--- src/rtl/conv_ctrl_pkg.sv ---
// Shared types and helpers for the 3x3 convolution sequencer.
package conv_ctrl_pkg;

  typedef enum logic [2:0] {
    IDLE,
    LOAD_W,
    RUN,
    DRAIN,
    DONE
  } conv_ctrl_state_t;

  // Valid output extent of a 3x3 window sliding over an input of size in.
  function automatic int out_dim(input int in);
    return in - 2;
  endfunction

  // Counter width for an index in 0..n-1, never narrower than one bit.
  function automatic int cnt_width(input int n);
    return (n < 2) ? 1 : $clog2(n);
  endfunction

endpackage

--- src/rtl/conv33_pos_cnt.sv ---
// Row/col raster position counter for the output pixel grid.
module conv33_pos_cnt
  import conv_ctrl_pkg::*;
#(
  parameter int ROWS = 26,
  parameter int COLS = 26
) (
  input  logic clk,
  input  logic rst,
  input  logic clr,
  input  logic inc,
  output logic wrap,
  output logic last
);

  localparam int RW = cnt_width(ROWS);
  localparam int CW = cnt_width(COLS);

  logic [RW-1:0] row_reg;
  logic [CW-1:0] col_reg;

  // wrap: at the final column; last: on the final row.
  assign wrap = (col_reg == CW'(COLS - 1));
  assign last = (row_reg == RW'(ROWS - 1));

  always_ff @(posedge clk or posedge rst) begin
    if (rst) begin
      row_reg <= '0;
      col_reg <= '0;
    end else if (clr) begin
      row_reg <= '0;
      col_reg <= '0;
    end else if (inc) begin
      if (wrap) begin
        col_reg <= '0;
        row_reg <= last ? '0 : row_reg + 1'b1;
      end else begin
        col_reg <= col_reg + 1'b1;
      end
    end
  end

endmodule

--- src/rtl/conv33_ctrl.sv ---
// Sequencer for the 3x3 conv datapath: per channel, load weights, issue every
// window, then drain the calc stage before moving to the next channel.
module conv33_ctrl
  import conv_ctrl_pkg::*;
#(
  parameter int IMG_W      = 28,
  parameter int IMG_H      = 28,
  parameter int C_OUT      = 8,
  parameter int ADDR_WIDTH = 16,
  parameter int CH_WIDTH   = 8
) (
  input  logic                  clk,
  input  logic                  rst,
  input  logic                  start,
  output logic                  w_req,
  output logic [CH_WIDTH-1:0]   w_ch,
  input  logic                  w_ack,
  input  logic                  win_valid,
  output logic                  win_ready,
  output logic                  conv33_en,
  input  logic                  calc_valid,
  output logic                  out_we,
  output logic [ADDR_WIDTH-1:0] out_addr,
  output logic                  busy,
  output logic                  done
);

  localparam int OW = out_dim(IMG_W);
  localparam int OH = out_dim(IMG_H);

  conv_ctrl_state_t state_reg, state_next;
  logic [CH_WIDTH-1:0]   ch_reg;
  logic [1:0]            outst_reg, outst_next;
  logic [ADDR_WIDTH-1:0] addr_reg;

  logic issue, accept, start_acc, drain_exit, ch_last;
  logic pos_wrap, pos_last;

  assign issue      = (state_reg == RUN) && win_valid;
  // A calc_valid with nothing in flight is stray and must not underflow.
  assign accept     = calc_valid && (outst_reg != 2'd0);
  assign start_acc  = (state_reg == IDLE) && start;
  assign ch_last    = (ch_reg == CH_WIDTH'(C_OUT - 1));
  // Uses the post-update count so a result returning this cycle releases DRAIN.
  assign drain_exit = (state_reg == DRAIN) && (outst_next == 2'd0);

  conv33_pos_cnt #(
    .ROWS (OH),
    .COLS (OW)
  ) u_pos (
    .clk  (clk),
    .rst  (rst),
    .clr  (start_acc),
    .inc  (issue),
    .wrap (pos_wrap),
    .last (pos_last)
  );

  always_comb begin
    outst_next = outst_reg;
    if (issue && !accept)
      outst_next = outst_reg + 2'd1;
    else if (accept && !issue)
      outst_next = outst_reg - 2'd1;
  end

  always_comb begin
    state_next = state_reg;
    case (state_reg)
      IDLE:    if (start) state_next = LOAD_W;
      LOAD_W:  if (w_ack) state_next = RUN;
      RUN:     if (issue && pos_wrap && pos_last) state_next = DRAIN;
      DRAIN:   if (drain_exit) state_next = ch_last ? DONE : LOAD_W;
      DONE:    state_next = IDLE;
      default: state_next = IDLE;
    endcase
  end

  always_ff @(posedge clk or posedge rst) begin
    if (rst) begin
      state_reg <= IDLE;
      ch_reg    <= '0;
      outst_reg <= '0;
      addr_reg  <= '0;
    end else begin
      state_reg <= state_next;
      outst_reg <= outst_next;
      if (start_acc)
        ch_reg <= '0;
      else if (drain_exit && !ch_last)
        ch_reg <= ch_reg + 1'b1;
      if (start_acc)
        addr_reg <= '0;
      else if (accept)
        addr_reg <= addr_reg + 1'b1;
    end
  end

  assign w_req     = (state_reg == LOAD_W);
  assign w_ch      = ch_reg;
  assign win_ready = issue;
  assign conv33_en = issue;
  assign out_we    = calc_valid;
  assign out_addr  = addr_reg;
  assign busy      = (state_reg != IDLE);
  assign done      = (state_reg == DONE);

endmodule

--- config.mk ---
export PLATFORM = sky130hd
export DESIGN_NAME = conv33_ctrl
export DESIGN_NICKNAME = d
export VERILOG_FILES = /design/src/rtl/conv_ctrl_pkg.sv /design/src/rtl/conv33_pos_cnt.sv /design/src/rtl/conv33_ctrl.sv
export SDC_FILE = /design/constraint.sdc
export NUM_CORES = 1
export LEC_CHECK = 0
export CAP_MARGIN = 20
export CORE_AREA = 5 5 62 106
export DETAILED_ROUTE_END_ITERATION = 12
export DIE_AREA = 0 0 67 111
export GPL_TIMING_DRIVEN = 0
export HOLD_SLACK_MARGIN = 0.15
export PLACE_DENSITY = 0.67
export SKIP_LAST_GASP = 1
export SLEW_MARGIN = 15
export SYNTH_ARGS = -nofsm -noshare
export SYNTH_HDL_FRONTEND = slang
export SYNTH_HIERARCHICAL = 1
export SYNTH_SLANG_ARGS = --single-unit
--- constraint.sdc ---
create_clock -name clk -period 2.1 [get_ports clk]
set_clock_uncertainty 0.05 [all_clocks]
set_input_delay 0.42 -clock clk [delete_from_list [all_inputs] [get_ports clk]]
set_output_delay 0.42 -clock clk [all_outputs]
set_load 0.01 [all_outputs]
Fig. 1: run 1, met1 routing
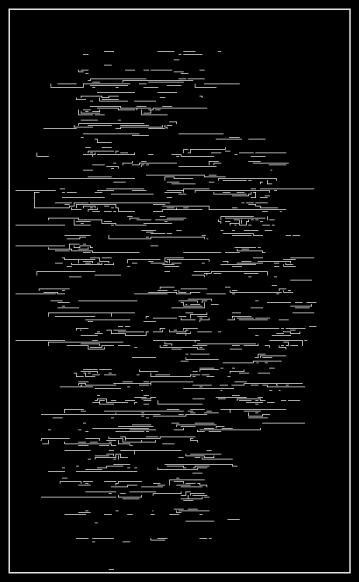
The layer holds 41% of the routed length. The layer carries 2230 µm of wire.

Fig. 2: run 1, metal 2
Scale bar: 20 µm. Cells faint in the background.
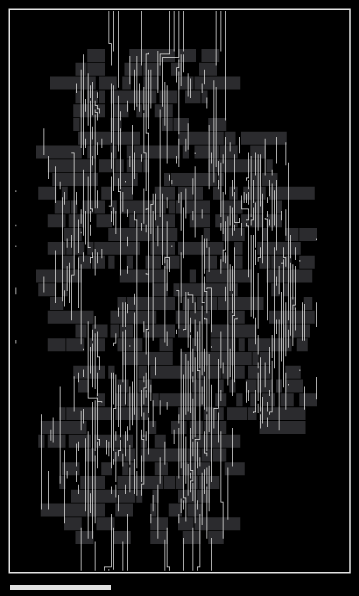
The layer holds 55% of the routed length. The wires run mostly vertical. The layer carries 2970 µm of wire.

Fig. 3: run 1, met3 routing
Scale bar: 20 µm.
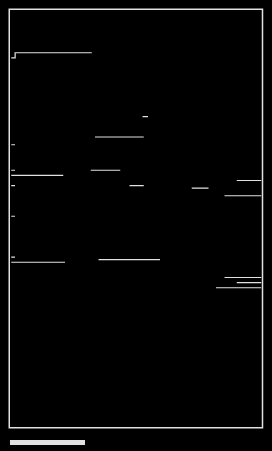
The layer carries 142 µm of wire. The longest straight run is 20.2 µm. The layer holds 2.6% of the routed length. 15 nets have wire on it.

==> run notes, run 1 <==
impl run done, here's what came out: IO Count 36, crit path cell chain nand4bb_4, inv_2, buf_4, clkdlybuf4s50_1, count leader, synth dfrtp_1, Critical Path Source state_reg[0]$_DFFE_PP0P_, grt peak-use layer met2, Final GP Congestion 0.820, ys async rst share 100%, met3 track demand over resource 3.55%, met2 routed WL 2.97 mm, Unique cell types 52, DP Area 0.00277 mm², placed instance count 349, PwrDens 1070 mW/mm², synth warn 6, fp util 41.4%, Worst Path Required 1.63 ns, combinational power 0.00133 W, crit path buf inv count 3, vias post-DR 1986, combinational gate area 0.00120 mm², violated checks negative setup slack, Log Warnings 30, switching power 0.00115 W, Util after Layout 53.7%, Storage cell area 978 µm², Num Clock Sinks 39, clkbuf count 6, pre-CTS WS -0.300 ns, Die Y 111 µm, critical path class register to primary output, Via density 5.43, Final Max Slew Viols 0, Flops 39, terminus of the critical flop-to-flop path w_ch[7]$_DFFE_PP0P_, die width 67 µm, NonClk Buf Share 17.5%, seq pwr 0.00118 W, Top cell area share 42.5%, Final Cell Area 0.00297 mm², flops out of synthesis 39, remaining global-route overflow 0, Filler Cell Count 527, Critical-path top delay cell clkdlybuf4s50_1, first-pass GRT wire length 8.97 mm, hold_buf cts 0, Synth area leader dfrtp_1, FF-to-FF path depth 6, Seq/Total Area, Yosys 42.5%, First DRT Iteration DRCs 56, P_clk 0.000670 W, core area 0.00554 mm², CTS tree built, crit-path max FO 4, yosys cell count 237, FMAX 475 MHz, Area Overhead vs Synth 29.6%, Die ar. 0.00744 mm², Max-cap violations 0, Final Hold Fails 0, #MultiIn Comb 171, Combinational Power Share 41.8%, Port Buffer Count 35, Clock Path Buffers 2, status finished, violations left, Power Internal 0.00202 W, Worst path max stage delay 0.52 ns, global-route met2 utilization 26.6%, iteration count of the initial detailed-routing pass 4, Peak VDD IR 0.624 mV, clk cell area share 3.95%, Largest register FFs 16, WL/cell 14.8 µm, Final setup viols 1, Seq pwr share 37.1%, Post-Route WL 5.42 mm, number of global-route vias before repair 1907, final worst slack -0.00425 ns, initial antenna violation count 0, CP Launch Type register, Post-synth top cells 39 x dfrtp_1, 24 x nand2_1, 18 x nor2_1, # Taps 76, share of cells above drive strength 1 15.9%, Final Cycle Share 100%, Top power group combinational cells, Top cell excl fill/tap dfrtp_1, instance count of the mapped netlist 237, Syn Area/Cell 9.68 µm², Largest cell class combinational gates, CP delay by family, top buffers and inverters, Inserted Diodes 0, highest metal used met4
-- run 1: cells by family (layout without fill, tap and decap cells) --
logic type	Yosys count	count (layout)	share of synthesized area (%)
mux	6	6	2.62
fa+ha+maj	7	7	3.82
buf+inv	27	80	5.94
simple gates	106	106	27.7
flops	39	39	42.5
xor+xnor	15	15	5.73
compound gates	37	37	11.7
-- run 1: worst max path at each step --
stage                     cells after the start             endpoint  slack (ns)
final                                         4            win_ready      -0.004
after detailed placement                      5            win_ready       -0.30
after CTS                                     4            win_ready       -0.11
after global placement                        5            win_ready       -0.28
after floorplan                               7  w_ch[5]$_DFFE_PP0P_        0.17
after global routing                          4            win_ready       -0.07
-- run 1: what timing repair did --
action,CTS,global route
resized,10,6
hold endpoints to repair,0,0
setup buffers,4,5
endpoints found under the setup margin,9,11
pin swaps,0,1
--- run 2 (diff from run 1) ---
MAX_ROUTING_LAYER = met4   (was default)
Fig. 4: run 2, track usage over the die
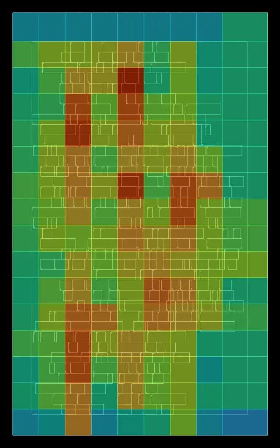
total track usage: 15.5%
grt peak-use layer: met2
GR Util met1: 18.0%
met3 track demand over resource: 3.14%

==> run 2 against run 1 <==
Against the previous run: the run still ends with negative setup slack left; synthesized cell count unchanged; first-iteration DRC count up 14%; cell area unchanged; routed wire length about the same; total power about the same.
==> run notes, run 2 <==
impl run done, here's what came out: yosys cell count 237 (unchanged), Via density 5.43 (unchanged), Critical Path Source state_reg[0]$_DFFE_PP0P_, final worst slack -0.00451 ns (-0.000263 ns), vias post-DR 1986 (unchanged), Synth mux share 2.62% (unchanged), Seq/Total Area, Yosys 42.5% (unchanged), Complex Gates by Area 11.7% (unchanged), Num Clock Sinks 39 (unchanged), Flops 39 (unchanged), DP Area 0.00277 mm² (unchanged), WL/cell 14.8 µm (about the same), status finished, violations left, XORs/XNORs by Area 5.73% (unchanged), Top cell excl fill/tap dfrtp_1, terminus of the critical flop-to-flop path w_ch[5]$_DFFE_PP0P_, PwrDens 1070 mW/mm² (about the same), synth warn 6 (unchanged), flops out of synthesis 39 (unchanged), clkbuf count 6 (unchanged), combinational power 0.00133 W (about the same), Filler Cell Count 527 (unchanged), # Taps 76 (unchanged), Post-synth top cells 39 x dfrtp_1, 24 x nand2_1, 18 x nor2_1, Die Y 111 µm (unchanged), pre-CTS WS -0.300 ns (unchanged), Worst path max stage delay 0.52 ns (about the same), Final Max Slew Viols 0 (unchanged), first-pass GRT wire length 8.96 mm (about the same), number of global-route vias before repair 1904 (-0.16%), CP endpoint win_ready, First DRT Iteration DRCs 64 (+14%), FF-to-FF path depth 7 (+1), Final setup viols 1 (unchanged), Final Hold Fails 0 (unchanged), Post-Route WL 5.41 mm (about the same), Top power group combinational cells, Seq pwr share 37.1% (about the same), Critical-path top delay cell clkdlybuf4s50_1, Storage cell area 978 µm² (unchanged), seq pwr 0.00118 W (about the same), switching power 0.00116 W (+0.19%), clk cell area share 3.95% (unchanged), Main logic family simple AND/OR/NAND/NOR gates, Power Internal 0.00202 W (about the same), Log Warnings 30 (unchanged), crit path cell chain nand4bb_4, inv_2, buf_4, clkdlybuf4s50_1, iteration count of the initial detailed-routing pass 4 (unchanged), instance count of the mapped netlist 237 (unchanged), Peak VDD IR 0.626 mV (+0.21%), Port Buffer Count 35 (unchanged), Final Cycle Share 100% (about the same), violated checks negative setup slack, met2 routed WL 2.97 mm (about the same), CP delay by family, top buffers and inverters, Worst Path Required 1.63 ns (about the same), fp util 41.4% (unchanged), crit path buf inv count 3 (unchanged), Synth area leader dfrtp_1, Inserted Diodes 0 (unchanged), critical path class register to primary output, remaining global-route overflow 0 (unchanged), Top cell area share 42.5% (unchanged), die width 67 µm (unchanged), AND/OR/NAND/NOR Cells, Area Fraction 27.7% (unchanged), core area 0.00554 mm² (unchanged), Unique cell types 52 (unchanged), Largest cell class combinational gates, placed instance count 349 (unchanged), FMAX 475 MHz (about the same), count leader, synth dfrtp_1, highest metal used met4
[run 2: how the worst min path moves through the flow]
| stage | to | slack, ns | cells after the start |
|---|---|---|---|
| 2_1_floorplan | u_pos/col_reg[0]$_DFFE_PP0P_ | 0.21 | 1 |
| 3_3_place_gp | w_ch[0]$_DFFE_PP0P_ | 0.47 | 1 |
| 3_5_place_dp | w_ch[2]$_DFFE_PP0P_ | 0.48 | 1 |
| 4_1_cts | u_pos/row_reg[1]$_DFFE_PP0P_ | 0.40 | 2 |
| 5_1_grt | u_pos/col_reg[2]$_DFFE_PP0P_ | 0.43 | 2 |
| 6_report | u_pos/row_reg[1]$_DFFE_PP0P_ | 0.39 | 2 |
[run 2: what timing repair did]
item	4_1_cts	5_1_grt
pin swaps	0	1
hold buffers	0	0
setup endpoints to repair	9	11
gates resized	10	6
buffers inserted	4	5
--- run 3 (diff from run 2) ---
ABC_CLOCK_PERIOD_IN_PS = 2100   (was default)
CORE_AREA = 5 5 64 109   (was 5 5 62 106)
DIE_AREA = 0 0 69 114   (was 0 0 67 111)
PLACE_DENSITY = 0.63   (was 0.67)
Fig. 5: run 3, met1 routing
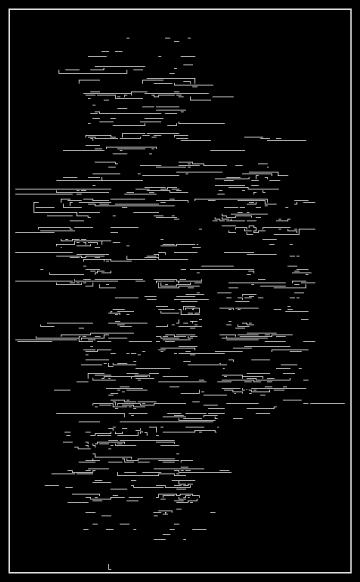
The longest straight run is 19.3 µm. The layer carries 2080 µm of wire. The wires run mostly horizontal. The layer holds 40% of the routed length.

==> run 3 against run 2 <==
Against the previous run: the run now ends clean; routed wire length shrank 3.0%; non-clock buffer count decreased by 3; combinational power is 3% lower; cell area down 1.6%; worst hold slack gained 0.040 ns; clock power decreased by 5.7%; global-route usage shrank 1.8 points; total power decreased by 2.3%; critical path depth is 3 higher.
==> run notes, run 3 <==
impl run done, here's what came out: final worst slack 0.0887 ns (+0.0932 ns), fin crit period 2.01 ns, crit path cell chain inv_1, ha_2, nor2b_4, buf_6, o31a_4, or4_1, a21oi_1, FMAX 497 MHz (+4.6%), CP Capture Type register, Via density 5.36 (-1.2%), #MultiIn Comb 171, count leader, synth dfrtp_1, largest net degree at the start of global routing 30, Clock Path Buffers 2, synth warn 6 (unchanged), status completed, Top power group combinational cells, non-clock buffer count 53, DP Area 0.00275 mm² (-0.81%), antenna-violating nets left 0, Seq pwr share 38.1% (+1.0 points), critical path class register to register, IO Count 36, Synth area leader dfrtp_1, # Taps 80 (+5.3%), flop share of the area 33.5%, Final setup viols 0 (-1), non-clock inverter count 16, ys async rst share 100%, crit path buf inv count 2 (-1), iteration count of the initial detailed-routing pass 4 (unchanged), hold_buf cts 0 (unchanged), Post-Syn Nets 250, clk cell area share 3.85% (-0.11 points), Max-cap violations 0, met3 track demand over resource 2.38% (-0.76 points), post-CTS sizing 11 (+1), clock power share 20.4%, Hold WS 0.434 ns, Log Warnings 29 (-3.3%), die width 69 µm (+3.0%), PwrDens 1060 mW/mm² (-0.80%), highest metal used met4, reg2reg start outst_reg[0]$_DFF_PP0_, yosys cell count 237 (unchanged), Largest register FFs 16, combinational power 0.00129 W (-3%), Worst Path Required 2.27 ns (+0.64 ns), Final Hold Fails 0 (unchanged), Worst path max stage delay 0.51 ns (about the same), R2R Setup Slk 0.09 ns, Final Cycle Share 95.8% (-4.4 points), Num Clock Sinks 39 (unchanged), Post-DP HPWL 3.80 mm, Final Cell Area 0.00293 mm², Top cell excl fill/tap dfrtp_1, Slew HR 58.6%, GR Util met1 14.4% (-3.6 points), WL/cell 14.3 µm (-3.3%), Power Internal 0.00197 W (-2.7%), vias post-DR 1967 (-0.96%), fp util 37.7% (-3.7 points), combinational gate area 0.00119 mm², First DRT Iteration DRCs 133 (+110%), Flops 39 (unchanged), number of global-route vias before repair 1902 (-0.11%), flops out of synthesis 39 (unchanged), Final Max Slew Viols 0 (unchanged), FF-to-FF path depth 7 (unchanged), first-pass GRT wire length 8.61 mm (-3.9%), routed wl met3 162 µm, biggest area cells dfrtp_1 43%, xor2_1 5.0%, nand2_1 3.9%, core area 0.00609 mm² (+9.8%), seq pwr 0.00118 W (about the same), CP delay by family, top simple AND/OR/NAND/NOR gates, chip area in the Yosys report 0.00229 mm², terminus of the critical flop-to-flop path w_ch[5]$_DFFE_PP0P_, Core Rows 38, Unique cell types 52 (unchanged), switching power 0.00114 W (-1.8%), CP endpoint w_ch[5]$_DFFE_PP0P_, Port Buffer Count 35 (unchanged), nets@finish 299, Seq/Total Area, Yosys 42.5% (unchanged), switching share of power 36.6%, Peak VDD IR 0.605 mV (-3.3%), clkbuf count 5 (-1), Post-Route WL 5.25 mm (-3.0%), Worst-path clk slew 0.08 ns, Die Y 114 µm (+2.7%), Syn Area/Cell 9.68 µm², Critical Path Source outst_reg[0]$_DFF_PP0_, Combinational Power Share 41.5%, Largest cell class combinational gates, Top cell area share 42.5% (unchanged), Inserted Diodes 0 (unchanged), CTS tree built, met2 routed WL 2.89 mm (-2.7%), remaining global-route overflow 0 (unchanged), placed instance count 352 (+0.86%), postcts setup bufs 2 (-2), Post-synth top cells 39 x dfrtp_1, 24 x nand2_1, 18 x nor2_1, grt peak-use layer met2, Area Overhead vs Synth 27.6%, Storage cell area 980 µm² (+0.13%), Leak 1.37 nW, Post-Syn Area 0.00229 mm², Critical-path top delay cell or4_1, pre-CTS WS -0.315 ns (-0.0155 ns), total track usage 13.8% (-1.8 points), Filler Cell Count 617 (+17%), HP Class primary input to async pin, instance count of the mapped netlist 237 (unchanged), CTS Buf Count 5
[run 3: cell types whose count changed in the layout (fill, tap and decap cells not counted), sizes merged]
| cell | previous run | this run |
|---|---|---|
| buf | 17 | 13 |
| clkdlybuf4s50 | 30 | 29 |
| clkinv | 2 | 3 |
| dlymetal6s2s | 0 | 1 |
[run 3: cells by family (layout without fill, tap and decap cells)]
kind of cell / count (synthesis) / in the layout / share of synthesized area (%)
AND/OR/NAND/NOR: 106 / 106 / 27.7
flip-flops: 39 / 39 / 42.5
AND-OR/OR-AND: 37 / 37 / 11.7
buffers and inverters: 27 / 77 / 5.94
XOR/XNOR: 15 / 15 / 5.73
adder cells (fa/ha/maj): 7 / 7 / 3.82
multiplexers: 6 / 6 / 2.62

==> layout pictures side by side <==
Close-up of the layout.
Plate I
Scale bar: 5 µm. Region (7, 73) to (27, 93) µm. Cells in grey, sequential cells in the stronger grey; small squares are vias.
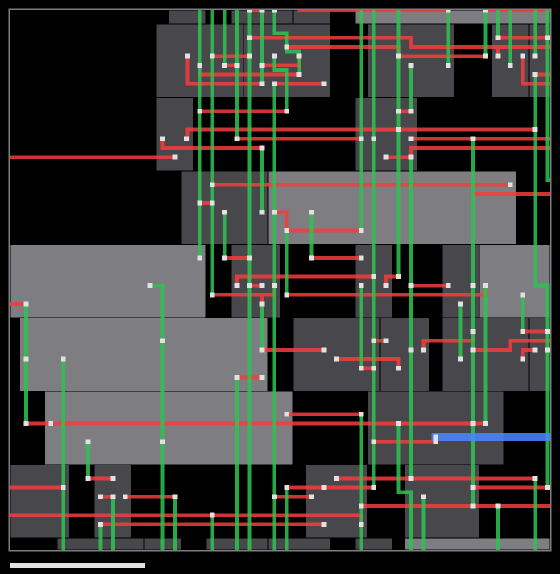
Plate II
Scale bar: 5 µm. Region (7, 76) to (27, 96) µm. Cells in grey, sequential cells in the stronger grey; small squares are vias.
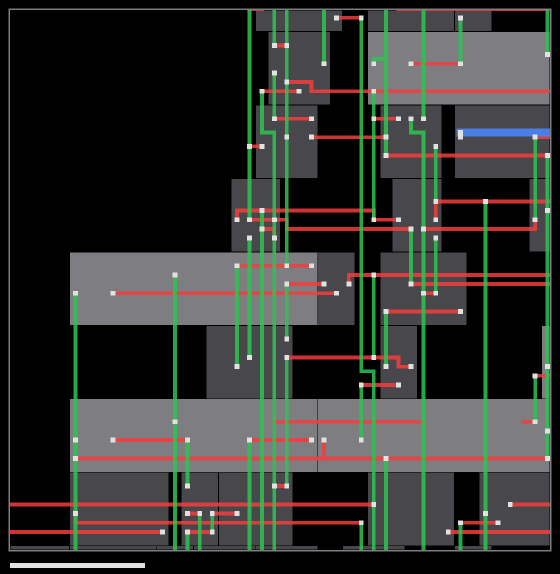
run 2: Plate I
run 3: Plate II

Key to Plate I:
metal 2: in green. metal 1: in red. metal 3: in blue.
24 logic cells have their middle in the window. Most frequent: xor2_1 (5), nor2_1 (5), dfrtp_1 (4). Netlist names of flops here include out_addr (4). Sequential cells in the window: 4.

Power figures rest on the tool's default switching activity, not on a simulated workload.
